==> config.mk <==
export PLATFORM = sky130hd
export DESIGN_NAME = decoder_scan_ctrl
export DESIGN_NICKNAME = d
export VERILOG_FILES = /design/src/rtl/decoder_scan_ctrl.sv
export SDC_FILE = /design/constraint.sdc
export NUM_CORES = 1
export LEC_CHECK = 0
export ABC_AREA = 0
export CORE_MARGIN = 10
export CORE_UTILIZATION = 24
export CTS_CLUSTER_SIZE = 14
export DETAILED_ROUTE_END_ITERATION = 8
export PLACE_DENSITY_LB_ADDON = 0.2
export SLEW_MARGIN = 20
export SYNTH_ARGS = -nofsm -noshare
export SYNTH_HDL_FRONTEND = slang
export SYNTH_SLANG_ARGS = --single-unit
==> constraint.sdc <==
create_clock -name CLK -period 4.6 [get_ports CLK]
set_input_delay 0.92 -clock CLK [delete_from_list [all_inputs] [get_ports CLK]]
set_output_delay 0.92 -clock CLK [all_outputs]
set_load 0.01 [all_outputs]
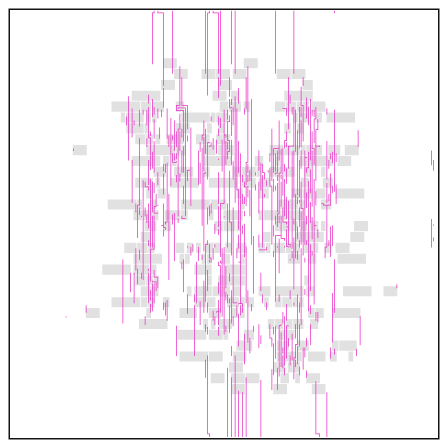
(run_1/m2.png)
Cells faint in the background.
The layer holds 46% of the routed length. The layer carries 2760 um of wire.
Post-Route WL: 5.95 mm
met2 capacity usage during global routing: 0.161
vias after detailed routing: 1908

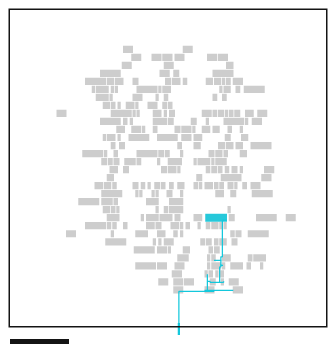
(run_1/port_trees.png)
Bar = 20 um.
Cyan stands for `B`, direction output, end cells 1, buffers 1, wire 71.3 um.
IO Port Bufs: 29
I/O pin total: 30

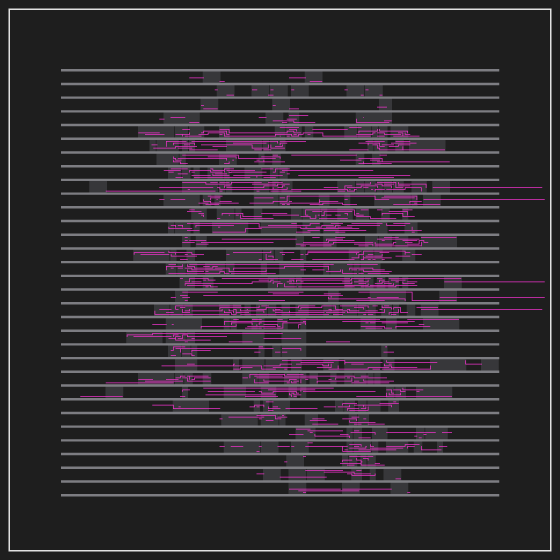
(run_1/m1.png)
Supply wires on this layer in gray. Cells faint in the background.
The layer carries 2880 um of wire. The layer holds 48% of the routed length. 279 nets have wire on it. The longest straight run is 28.5 um. The wires run mostly horizontal.
global routing met1 resource utilization: 0.139

==> run notes, run 1 <==
This note records the results obtained with Yosys and OpenROAD.

Status
The run finished with clean final reports.

Global routing
The initial antenna violation count was 0. The number of global-route vias before repair is 1876. Global routing put the most usage on met2. The wire length of the first global-routing pass is 9.72 mm.

Logic synthesis
The net count after synthesis is between 200 and 300. Per the synth stats, the proportion of register bits with asynchronous set or reset is 0. The fraction of post-synthesis cell area in the top cell type by area is 0.264. Post-synthesis, Yosys gives the total cell area as 1820 um^2. A synthesized cell averages around 7.7 um^2. Sorting the Yosys area breakdown by cell type puts at the top sky130_fd_sc_hd__dfxtp_1.

After synthesis, the share of cell area in mux cells is 0.00549. The post-synthesis share of cell area spent on xor and xnor gates is 0. In the post-synthesis netlist, the biggest area contributors are sky130_fd_sc_hd__dfxtp_1 (26%), sky130_fd_sc_hd__ha_1 (6.2%), sky130_fd_sc_hd__nand2_1 (4.9%). The total of flip-flops plus latches after synthesis is 24. Per the synthesis report, the number of distinct cell types is 57. The warning tally printed by Yosys for this design is 0. The synthesized netlist was found by Yosys to have between 200 and 250 cells. The aoi/oai-family share of the synthesized area is 0.307.

The post-synthesis instance area is 1820 um^2.

Pwr
The leakage power is 0.808 nW. Internal power comes to 0.343 mW. The switching power as a share of total power is 0.303.

Detailed routing
The detailed router's first-iteration violation count is 114. The detailed-router iteration count before antenna repair is 4. After detailed routing, the average wire length per cell comes to 16.5 um. The remaining design rule violation count is 0. The residual antenna-violating net count after detailed routing is 0.

Floorplan
At the floorplan stage, the core utilization is reported as 0.249. The overall die width is 107 um. The chip height is approximately 110 um.

Final timing
The number of hold-slack violations in the final timing report is 0. The final number of setup-violating endpoints is 0. Setup repair after global routing left no endpoint under its margin. The routed design could run at a clock period as short as 2980 ps. The max-slew violation total from the final report is 0. For the final routed database, the setup TNS stands at 0 ps.

The maximum operating frequency is 336 MHz. The headroom to the max-slew limit is 0.426. The final setup skew is 4.55 ps.

Worst setup path
By startpoint and endpoint, the worst setup path is classified as primary input to flip-flop. The setup slack of the most critical reg-to-reg path is ~1800 ps. Per the STA report, the cell with the highest stage delay on the worst path is sky130_fd_sc_hd__a21oi_2.

The biggest cell delay along the critical path is 690 ps. Counting both buffers and inverters, the worst setup path holds a total of 1. In this run the worst path has a maximum fanout of 19. STA classifies the critical path endpoint as a flip-flop. Counting buffers and inverters, the worst setup path is 5 cells deep. The depth of the worst register-to-register path is 7.

Layout
In the final layout, the share of cells above drive strength 1 is 0.0573. The core occupancy in the finished layout is 0.303. The number of antenna diodes in the final layout is 0.

The growth of design area from synthesis to finish is 22.0%. The most common logic cell in the final layout is sky130_fd_sc_hd__clkdlybuf4s50_1. Per the cell usage report, the commonest logic cells after layout are sky130_fd_sc_hd__clkdlybuf4s50_1 (29), sky130_fd_sc_hd__dfxtp_1 (24), sky130_fd_sc_hd__nand2_1 (24). The number of fillers in the final layout is around 800.

CTS
The number of H-tree levels is 1. The number of buffers between clock root and the deepest sink is 2. Looking at the clock tree report, the root buffer type is sky130_fd_sc_hd__clkbuf_8. TritonCTS reports the number of clock sinks as 24. After clock tree synthesis, the flow added hold-fix buffers numbering 0. At the later pin of the worst-skew pair, clock insertion delay measures 280 ps. The total clock buffers created by CTS is 3.

Placed design
Detailed placement finished with a half-perimeter wire length of 4.37 mm.

Hold path
The class of the tightest hold or removal check is flip-flop to flip-flop.

Job
The number of max-capacitance violations reported is 0.
-- run 1: kinds of logic after synthesis --
logic type               count (synthesis)
AND-OR/OR-AND                           80
multiplexers                             1
adder cells (fa/ha/maj)                  9
flip-flops                              24
buffers and inverters                   26
AND/OR/NAND/NOR                         98
-- run 1: synthesized netlist by cell type, drive strengths merged, types with 5 or more instances --
library cell	instances
o21ai	18
nor2b	5
nor3	7
nand3	9
a21oi	18
or4	7
and3	5
dfxtp	24
a31oi	5
nor4	7
inv	16
nand2	25
buf	6
o211ai	5
nor2	18
ha	9
-- run 1: power by group through the flow --
| stage | Combinational, mW | Clock (mW) | Sequential (mW) |
|---|---|---|---|
| finish | 0.113 | 0.156 | 0.222 |
| global route | 0.127 | 0.169 | 0.223 |
| CTS | 0.113 | 0.160 | 0.222 |
| detailed placement | 0.113 | 0 | 0.226 |
| global placement | 0.113 | 0 | 0.227 |
| floorplan | 0.0636 | 0 | 0.226 |
-- run 1: final cells by class --
type	instances	area [um^2]	share of cell area
clock buffer	4	55.1	0.0248
inverter	16	60.1	0.0270
multi-input combinational	188	1210	0.542
sequential	24	480	0.216
tap	99	124	0.0557
timing repair buffer	30	298	0.134
-- run 1: through the flow --
stage          std cells  hold slack (ps)  worst slack [ps]  instance area, um^2
2_1_floorplan        238              480              2420                 1820
3_3_place_gp         357              515              1460                 2170
3_5_place_dp         357              509              1340                 2170
4_1_cts              361              527              1630                 2220
5_1_grt              361              568              1530                 2220
6_report             361              520              1620                 2220
-- run 1: metal layers --
metal,up-vias,share of wire
li1,953,-
met1,909,0.48
met2,39,0.46
met3,7,0.037
met4,0,0.015
met5,-,0
==> run 1 -> run 2 <==
==> constraint.sdc (replaced) <==
create_clock -name CLK -period 2.7 [get_ports CLK]
set_input_delay 0.54 -clock CLK [delete_from_list [all_inputs] [get_ports CLK]]
set_output_delay 0.54 -clock CLK [all_outputs]
set_load 0.01 [all_outputs]
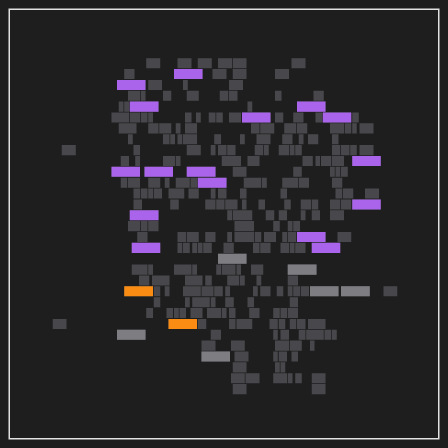
(run_2/ff_map.png)
Orange stands for `state_q`, flops 2. Purple stands for `dwell_q`, flops 16.
utilization after layout: 0.314
sequential share of cell area: 0.209
P_seq: 0.378 mW
combined flip-flop and latch cell area: 480 um^2

==> run 2 against run 1 <==
  * Largest cell class unchanged
  * Power is 70% higher
  * Sequential share of layout area is 0.71 points lower
  * Utilization is 1.0 points higher
  * Clock power is 66% higher
  * First-iteration DRC count is 39% higher
  * Highest routed layer unchanged
==> run notes, run 2 <==
This note records the results obtained with Yosys and OpenROAD.

Status
The flow ran to the end, and the final reports show no timing, DRC or antenna violations.

CTS
The root buffer cell is sky130_fd_sc_hd__clkbuf_8. The clock latency of the later-clocked register in the worst-skew pair came to 270 ps (about the same). The number of buffers between clock root and the deepest sink is 2 (unchanged).

TritonCTS built the clock tree. The number of buffers inserted for hold repair after clock tree synthesis is 0 (unchanged). The number of H-tree levels is 1 (unchanged). The number of clock sinks was 24 (unchanged).

Logic synthesis
The number of unique standard cell types used by synthesis is 57 (unchanged). The post-synthesis share of cell area spent on xor and xnor gates is 0 (unchanged). The fraction of post-synthesis cell area in the top cell type by area was 0.264 (unchanged). The net count after synthesis is 270 (unchanged). The post-synthesis instance area was 1820 um^2 (unchanged). The total cells reported by yosys after synthesis was 238 (unchanged). The async set-reset flop share out of synthesis is 0 (unchanged). The count of yosys warnings during synthesis is 0 (unchanged).

The synthesis area per yosys is 1820 um^2 (unchanged). For reference, the top cells by count after synthesis are sky130_fd_sc_hd__dfxtp_1 (24), sky130_fd_sc_hd__nand2_1 (24), sky130_fd_sc_hd__nor2_1 (17), sky130_fd_sc_hd__a21oi_1 (16), sky130_fd_sc_hd__o21ai_0 (16). The aoi/oai-family share of the synthesized area is 0.307 (unchanged).

Global routing
Looking at the global route congestion table, the highest-usage layer is met2. The wire length of the first global-routing pass was 10.2 mm (+4.5%). The number of global-route vias before repair is 1954 (+4.2%). The initial antenna violation count is 0 (unchanged). The met1 capacity usage during global routing came to 0.143 (+0.00413).

Final timing
The number of hold-slack violations in the final timing report is 0 (unchanged). Timing would allow up to 448 MHz. The max-slew violation total from the final report is 0 (unchanged).

The final setup skew is 9.84 ps (+5.28 ps). Setup repair after global routing left no endpoint under its margin.

Detailed routing
The total length of routed met2 wires is 2.86 mm (+3.8%). The detailed-router iteration count before antenna repair came to 4 (unchanged). The average detailed-routed wire length per instance came to 16.4 um (-0.78%).

The wire length on met3 is 170 um (-23%). The met1 wire length came to 2.94 mm (+1.8%). The residual antenna-violating net count after detailed routing is 0 (unchanged).

The top layer reached by signal wires is met4.

Worst setup path
The maximum fanout count along the critical path came to 8 (-11). The signal arrival time at the worst endpoint is 2400 ps. STA classifies the critical path endpoint as a flip-flop. The depth of the worst register-to-register path was 7 (unchanged). The setup path with the least slack is of type flip-flop to flip-flop.

Pwr
The leakage power is 0.855 nW (+5.8%). The total internal power is 0.588 mW (+71%). The switching power as a share of total power is 0.295 (-0.00768).

Layout
The most frequent logic cell in the layout is sky130_fd_sc_hd__clkdlybuf4s50_1. The number of antenna cells inserted came to 0 (unchanged). By instance count after routing, the leading logic cell types are sky130_fd_sc_hd__clkdlybuf4s50_1 (29), sky130_fd_sc_hd__dfxtp_1 (24), sky130_fd_sc_hd__nand2_1 (24). The fraction of layout cells with a size suffix above 1 came to 0.0919 (+0.0347). Compared with the post-synthesis result, the final layout area differs by 26.1%.

Floorplan
The I/O pin count is 30 (unchanged). The share of the core filled by cells before placement came to 0.249 (unchanged). The chip height is 107 um (unchanged).

Hold path
The path class of the tightest hold or removal check is flip-flop to flip-flop.

Placed design
The number of port buffers is 29 (unchanged). The detailed placement HPWL is 4.63 mm (+5.9%).

Job
The number of max-capacitance violations reported is 0 (unchanged).
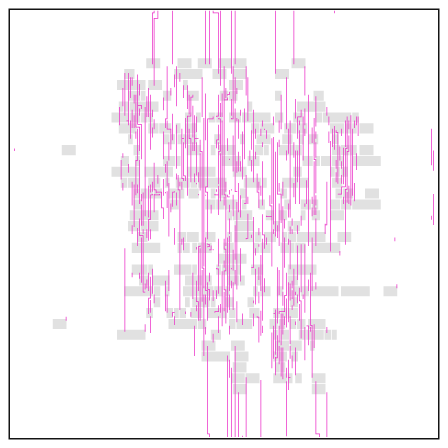
(run_2/m2.png)
Cells faint in the background.
The wires run mostly vertical. The longest straight run is 37.7 um. 240 nets have wire on it.
vias after detailed routing: 1945
Post-Route WL: 6.07 mm
met2 capacity usage during global routing: 0.173

[run 2: cell counts after synthesis]
No cell type changed its count.
[run 2: cell families after synthesis]
group | Yosys count
adder cells (fa/ha/maj) | 9
multiplexers | 1
flip-flops | 24
buffers and inverters | 26
AND-OR/OR-AND | 80
AND/OR/NAND/NOR | 98
[run 2: critical path: stages (launching register included)]
cell and delay [ps]:
sky130_fd_sc_hd__dfxtp_1 340, sky130_fd_sc_hd__inv_1 90, sky130_fd_sc_hd__ha_1 230, sky130_fd_sc_hd__or4b_1 630
sky130_fd_sc_hd__nor3_1 390, sky130_fd_sc_hd__nand2_1 130, sky130_fd_sc_hd__o211ai_1 190, sky130_fd_sc_hd__o211ai_1 110
[run 2: final cells by class]
type                       instances  area, um^2
clock buffer                       4        55.1
fill                             787        5030
inverter                          16        60.1
multi-input combinational        188        1210
sequential                        24         480
tap                               99         124
timing repair buffer              40         373
[run 2: stage by stage]
step | utilization | setup WS (ps) | std cells | instance area (um^2) | hold slack (ps)
2_1_floorplan | - | 767 | 238 | 1820 | 480
3_3_place_gp | 0.306 | 275 | 367 | 2240 | 511
3_5_place_dp | 0.306 | 280 | 367 | 2240 | 515
4_1_cts | 0.314 | 499 | 371 | 2300 | 532
5_1_grt | 0.314 | 282 | 371 | 2300 | 557
6_report | 0.314 | 469 | 371 | 2300 | 530
[run 2: power by group through the flow]
| stage | Combinational, mW | Sequential, mW | Clock [mW] |
|---|---|---|---|
| after global routing | 0.219 | 0.381 | 0.280 |
| after detailed placement | 0.196 | 0.386 | 0 |
| after CTS | 0.197 | 0.378 | 0.269 |
| after floorplan | 0.108 | 0.385 | 0 |
| after global placement | 0.198 | 0.386 | 0 |
| final | 0.197 | 0.378 | 0.259 |
Power and IR drop assume default switching activity.
